### Routed clock nets over the placement, run 1

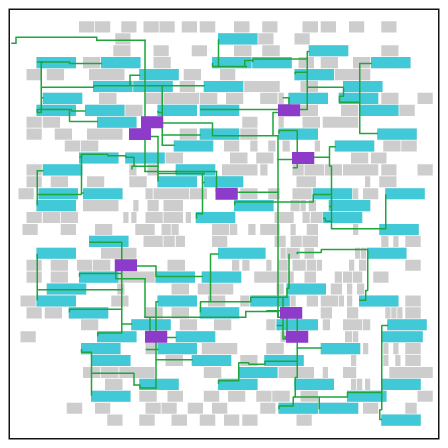
### Metal layers overlaid, run 1

The bar under the picture is 20 µm long.
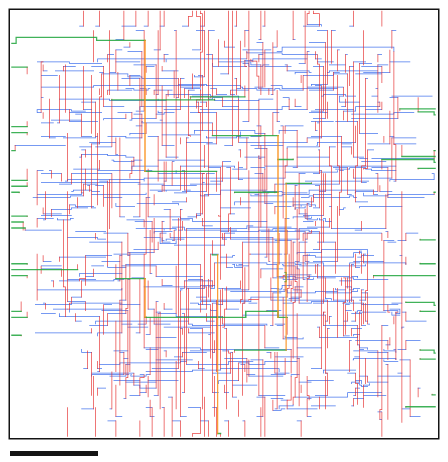
### I/O nets highlighted, run 1

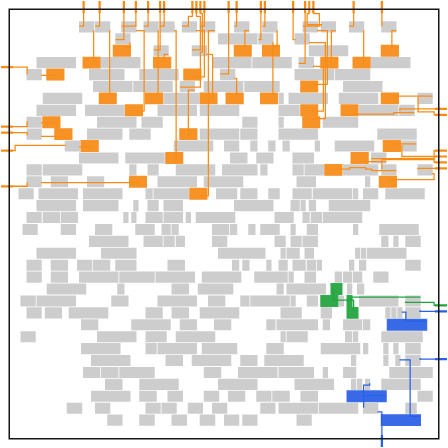
### Placement view, run 1

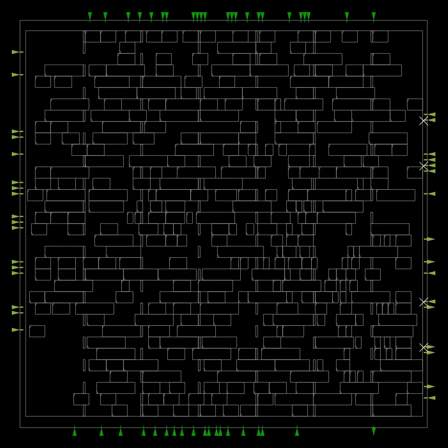
===== config.mk =====
export PLATFORM = sky130hd
export DESIGN_NAME = seq_cmp_ctrl_flat
export DESIGN_NICKNAME = d
export VERILOG_FILES = /design/src/rtl/cmp_pkg.sv /design/src/rtl/seq_cmp_ctrl_if.sv /design/src/rtl/cmp_slice.sv /design/src/rtl/seq_cmp_ctrl.sv /design/src/flat_wrapper.sv
export SDC_FILE = /design/constraint.sdc
export NUM_CORES = 1
export LEC_CHECK = 0
export CAP_MARGIN = 25
export CORE_UTILIZATION = 40
export DETAILED_ROUTE_END_ITERATION = 7
export GPL_TIMING_DRIVEN = 0
export HOLD_SLACK_MARGIN = 0.08
export PLACE_DENSITY_LB_ADDON = 0.08
export SYNTH_ARGS = -nofsm -noshare
export SYNTH_HDL_FRONTEND = slang
export SYNTH_SLANG_ARGS = --single-unit

===== constraint.sdc =====
create_clock -name clk -period 3 [get_ports clk]
set_clock_uncertainty 0.05 [all_clocks]
set_input_delay 0.6 -clock clk [delete_from_list [all_inputs] [get_ports clk]]
set_output_delay 0.6 -clock clk [all_outputs]
set_load 0.02 [all_outputs]

===== src/rtl/cmp_pkg.sv =====
// rtl/cmp_pkg.sv - shared types for the sequential slice comparator
package cmp_pkg;

  typedef enum logic [1:0] {
    IDLE = 2'd0,
    RUN  = 2'd1,
    DONE = 2'd2
  } state_t;

  typedef struct packed {
    logic eq;
    logic gt;
  } cmp_res_t;

  localparam cmp_res_t CMP_RES_INIT = '{eq: 1'b1, gt: 1'b0};

endpackage


===== src/rtl/seq_cmp_ctrl_if.sv =====
// rtl/seq_cmp_ctrl_if.sv - request/result bundle of the sequential comparator
interface seq_cmp_ctrl_if #(
  parameter int W = 32,
  parameter int S = 8
);
  localparam int N  = W / S;
  localparam int SW = $clog2(N) + 1;

  logic          start;
  logic          abort;
  logic [W-1:0]  a;
  logic [W-1:0]  b;
  logic          busy;
  logic          done;
  logic          eq;
  logic          gt;
  logic [SW-1:0] steps;

  modport master (
    output start, abort, a, b,
    input  busy, done, eq, gt, steps
  );

  modport slave (
    input  start, abort, a, b,
    output busy, done, eq, gt, steps
  );
endinterface


===== src/rtl/cmp_slice.sv =====
// rtl/cmp_slice.sv - one S-bit magnitude comparator slice with eq/gt cascade
module cmp_slice
  import cmp_pkg::*;
#(
  parameter int S = 8
) (
  input  logic [S-1:0] a_i,
  input  logic [S-1:0] b_i,
  input  cmp_res_t     cas_i,
  output cmp_res_t     res_o
);

  // A more significant slice already decided the result; just forward it.
  always_comb begin
    res_o = cas_i;
    if (cas_i.eq) begin
      res_o.eq = (a_i == b_i);
      res_o.gt = (a_i > b_i);
    end
  end

endmodule


===== src/rtl/seq_cmp_ctrl.sv =====
// rtl/seq_cmp_ctrl.sv - compares two W-bit operands MSB slice first, one slice per cycle
module seq_cmp_ctrl
  import cmp_pkg::*;
#(
  parameter int W = 32,
  parameter int S = 8
) (
  input  logic         clk,
  input  logic         rst_n,
  seq_cmp_ctrl_if.slave bus
);

  localparam int N  = W / S;
  localparam int IW = $clog2(N);
  localparam int SW = $clog2(N) + 1;

  state_t        state_q;
  logic [W-1:0]  a_q;
  logic [W-1:0]  b_q;
  logic [IW-1:0] idx_q;
  cmp_res_t      cas_q;
  logic [SW-1:0] cnt_q;
  logic          busy_q;
  logic          done_q;
  logic          eq_q;
  logic          gt_q;
  logic [SW-1:0] steps_q;

  logic [S-1:0]  slice_a;
  logic [S-1:0]  slice_b;
  cmp_res_t      slice_res;

  assign slice_a = a_q[idx_q*S +: S];
  assign slice_b = b_q[idx_q*S +: S];

  cmp_slice #(.S(S)) u_slice (
    .a_i   (slice_a),
    .b_i   (slice_b),
    .cas_i (cas_q),
    .res_o (slice_res)
  );

  // Results are published one cycle after DONE so every output is a flop.
  always_ff @(posedge clk or negedge rst_n) begin
    if (!rst_n) begin
      state_q <= IDLE;
      a_q     <= '0;
      b_q     <= '0;
      idx_q   <= IW'(N - 1);
      cas_q   <= CMP_RES_INIT;
      cnt_q   <= '0;
      busy_q  <= 1'b0;
      done_q  <= 1'b0;
      eq_q    <= 1'b1;
      gt_q    <= 1'b0;
      steps_q <= '0;
    end else begin
      done_q <= 1'b0;
      unique case (state_q)
        IDLE: begin
          if (bus.start) begin
            a_q     <= bus.a;
            b_q     <= bus.b;
            idx_q   <= IW'(N - 1);
            cas_q   <= CMP_RES_INIT;
            cnt_q   <= '0;
            busy_q  <= 1'b1;
            state_q <= RUN;
          end
        end
        RUN: begin
          if (bus.abort) begin
            busy_q  <= 1'b0;
            state_q <= IDLE;
          end else begin
            cas_q <= slice_res;
            cnt_q <= cnt_q + SW'(1);
            if (!slice_res.eq || idx_q == '0) begin
              busy_q  <= 1'b0;
              state_q <= DONE;
            end else begin
              idx_q <= idx_q - IW'(1);
            end
          end
        end
        DONE: begin
          done_q  <= 1'b1;
          eq_q    <= cas_q.eq;
          gt_q    <= cas_q.gt;
          steps_q <= cnt_q;
          state_q <= IDLE;
        end
        default: begin
          busy_q  <= 1'b0;
          state_q <= IDLE;
        end
      endcase
    end
  end

  assign bus.busy  = busy_q;
  assign bus.done  = done_q;
  assign bus.eq    = eq_q;
  assign bus.gt    = gt_q;
  assign bus.steps = steps_q;

endmodule


===== src/flat_wrapper.sv =====
// flat-port wrapper written by rule: the top's interface ports become plain ports
module seq_cmp_ctrl_flat import cmp_pkg::*;
#(
  parameter int W = 32,
  parameter int S = 8
)
  (clk, rst_n, bus_start, bus_abort, bus_a, bus_b, bus_busy, bus_done, bus_eq, bus_gt, bus_steps);
  seq_cmp_ctrl_if #(.W(W), .S(S)) bus_i ();
  input  logic clk;
  input  logic rst_n;
  input wire logic [$bits(bus_i.start)-1:0] bus_start;
  input wire logic [$bits(bus_i.abort)-1:0] bus_abort;
  input wire logic [$bits(bus_i.a)-1:0] bus_a;
  input wire logic [$bits(bus_i.b)-1:0] bus_b;
  output wire logic [$bits(bus_i.busy)-1:0] bus_busy;
  output wire logic [$bits(bus_i.done)-1:0] bus_done;
  output wire logic [$bits(bus_i.eq)-1:0] bus_eq;
  output wire logic [$bits(bus_i.gt)-1:0] bus_gt;
  output wire logic [$bits(bus_i.steps)-1:0] bus_steps;
  assign bus_i.start = bus_start;
  assign bus_i.abort = bus_abort;
  assign bus_i.a = bus_a;
  assign bus_i.b = bus_b;
  assign bus_busy = bus_i.busy;
  assign bus_done = bus_i.done;
  assign bus_eq = bus_i.eq;
  assign bus_gt = bus_i.gt;
  assign bus_steps = bus_i.steps;
  seq_cmp_ctrl #(.W(W), .S(S)) u_core (.clk(clk), .rst_n(rst_n), .bus(bus_i));
endmodule

==> metrics.yaml, run 1 <==
status: "finished with violations"
failed_checks: "design-rule violations"
slew_headroom_pct: 76.4
mostFrequentLayoutCells: "76 x dfrtp_1, 73 x clkdlybuf4s50_1, 64 x mux2_1, 16 x mux4_2, 15 x nand2_1"
met1Wirelength_um: 3400
seqPwrFrac_pct: 51.5
crit_start: "u_core.idx_q[1]$_DFFE_PN1P_"
final_cells: 457
async_flop_share_pct: 100
worst_pin_slew_ns: 0.354
hold_buffers: 0
p_clk_share_pct: 25.8
synthesis.area_um2: 3660
synth-seq-cells: 80
ir_worst_vdd_mv: 0.208
cap_violations: 0
clk_path_buf_depth: 2
switching_share_pct: 27.7
wl_met2_um: 3590
die_area_um2: 9550
regArea_um2: 2010
antenna_found_initial: 0
cp_data_arrival_time_ns: 3.00
total_power_mw: 2.69
grt_use_met1_pct: 22.6
dp_hpwl_um: 5300
drc: 8
intPower_mw: 1.95
largest_class: "flip-flops and latches"
r2r_slack_ns: 0.23
place_ws_ns: -0.390
top_cell: "dfrtp_1"
p_clk_mw: 0.693
clockNetworkAreaShare_pct: 3.46
first_iter_violations: 47
hold_path.class: "in -> async"
place_congestion: 0.728
io_pins: 75
About 'Routed clock nets over the placement':
Key: purple = cells driving clock nets [count 9]; cyan = flip-flops [count 80]; green = clock wires [length 1040 µm]
There are 10 routed clock nets.

About 'Metal layers overlaid':
Key: orange = met4 [wire length 159 µm]; blue = met1 [wire length 3400 µm]; red = met2 [wire length 3590 µm]; green = met3 [wire length 319 µm]
detailed-route wire length: 7460 µm
Vias: 2299

About 'I/O nets highlighted':
Key: green = bus_abort [direction input, end cells 4, buffers 1, wire 33.9 µm]; blue = bus_steps [direction output, end cells 3, buffers 3, wire 50.7 µm]; orange = bus_b [direction input, end cells 32, buffers 32, wire 633 µm]

About 'Placement view':
n_taps: 108
Seq/total area: 42.1%
Placeable Area: 8810 µm²
fillers: 784

==> run 2, diff against run 1 <==
SETUP_SLACK_MARGIN = 0.05   (was default)
### I/O nets highlighted, run 2

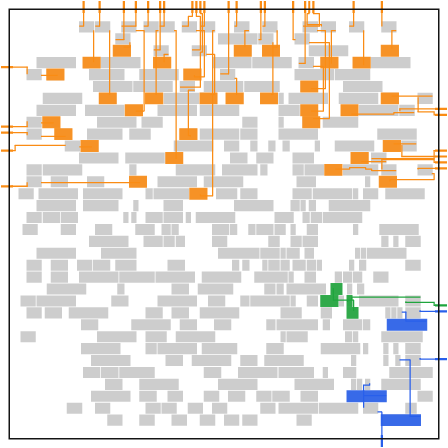
Key: green = bus_abort [direction input, end cells 4, buffers 1, wire 33.9 µm]; blue = bus_steps [direction output, end cells 3, buffers 3, wire 50.7 µm]; orange = bus_b [direction input, end cells 32, buffers 32, wire 635 µm]
Port-buffer cells: 74
boundary pin count: 75

### Pin placement, run 2

Pins as bars across the die edge, other pins in gray.
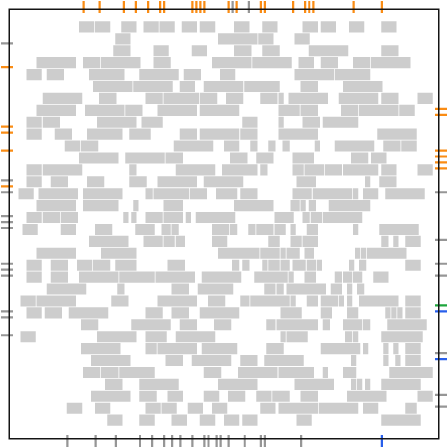
Key: green = bus_abort [pins 1, direction input, edge east]; blue = bus_steps [pins 3, direction output, edge 2 east, 1 south]; orange = bus_b [pins 32, direction input, edge 21 north, 6 east, 5 west]

==> metrics.yaml, run 2 <==
numClockSinks: 80
seqPwrFrac_pct: 51.2
first_iter_violations: 59
cellPowerDensity_nw_per_um2: 565
setup_tns_ns: 0
synthMuxAreaShare_pct: 29.8
ys_types: 32
setup_viol: 0
failed_checks: "design-rule violations"
dr.pass1.iters: 6
placed_cell_area_um2: 4560
mostFrequentLayoutCells: "76 x dfrtp_1, 73 x clkdlybuf4s50_1, 64 x mux2_1, 16 x mux4_2, 15 x nand2_1"
sh_seq_area_pct: 42.0
core-area_um2: 8810
async_flop_share_pct: 100
yosysWarnings: 0
die_h_um: 97.7
switching_share_pct: 27.7
clock_latency_ns: 0.35
cts_htree_levels: 3
max_freq_ghz: 0.357
grt_use_met1_pct: 22.7
period_used_pct: 93.3
place_congestion: 0.728
tap_cells: 108
met3_usage_pct: 4.53
vias: 2298
ir_worst_vdd_mv: 0.208
final_cells: 458
aoi_share_pct: 3.07
worst_pin_slew_ns: 0.354
power.static_leakage_nw: 2.07
crit_path_cell_trace: "buf_6, buf_6, mux4_2, ha_1, nand4_1, nor4_4, buf_4, nor3_1, a21oi_1"
die_area_um2: 9550
synthCells: 254
cp.depth: 9
synth-seq-cells: 80
cts_tree: "yes"
grt_pass1_vias: 2449
p_clk_mw: 0.695
p_clk_share_pct: 25.7
clockNetworkAreaShare_pct: 3.45
fp_util_pct: 41.6
ys_sh_xor_pct: 0.239
routed_wl_um: 7450
regArea_um2: 2010
antenna_found_initial: 0
status: "finished with violations"
cp_slowest_cell: "mux4_2"
ys_cells: 254
hold_path.class: "in -> async"
intPower_mw: 1.96
fillers: 775
cts_buffers: 9
rr_endpoint: "u_core.idx_q[0]$_DFFE_PN1P_"
cap_violations: 0
p_comb_mw: 0.624
total_power_mw: 2.70
wl_met2_um: 3660
required_ns: 3.23
fin_crit_ns: 2.80
setup_slack_ns: 0.202
r2r_slack_ns: 0.20
synth_seq_share_pct: 54.8
path_delay_family: "simple AND/OR/NAND/NOR gates"
flop_cell: "dfrtp_1"
crit_start: "u_core.idx_q[0]$_DFFE_PN1P_"
cp_data_arrival_time_ns: 3.03
synthesis.area_um2: 3660
power-top-group: "sequential cells"
top_cell: "dfrtp_1"
diodes: 0
inv_count: 14
dp_hpwl_um: 5300
pg_seq_mw: 1.38
worst_r2r_startpoint: "u_core.idx_q[0]$_DFFE_PN1P_"
slew_headroom_pct: 76.4
ff2ff_path_depth: 9
grt_overflow: 0
place_ws_ns: -0.390
met1Wirelength_um: 3330
drc: 8
top_usage_layer: "met2"
hold_buffers: 0
clk_path_buf_depth: 2
seq_cell_count: 80
largest_class: "flip-flops and latches"
Power and IR drop assume default switching activity.
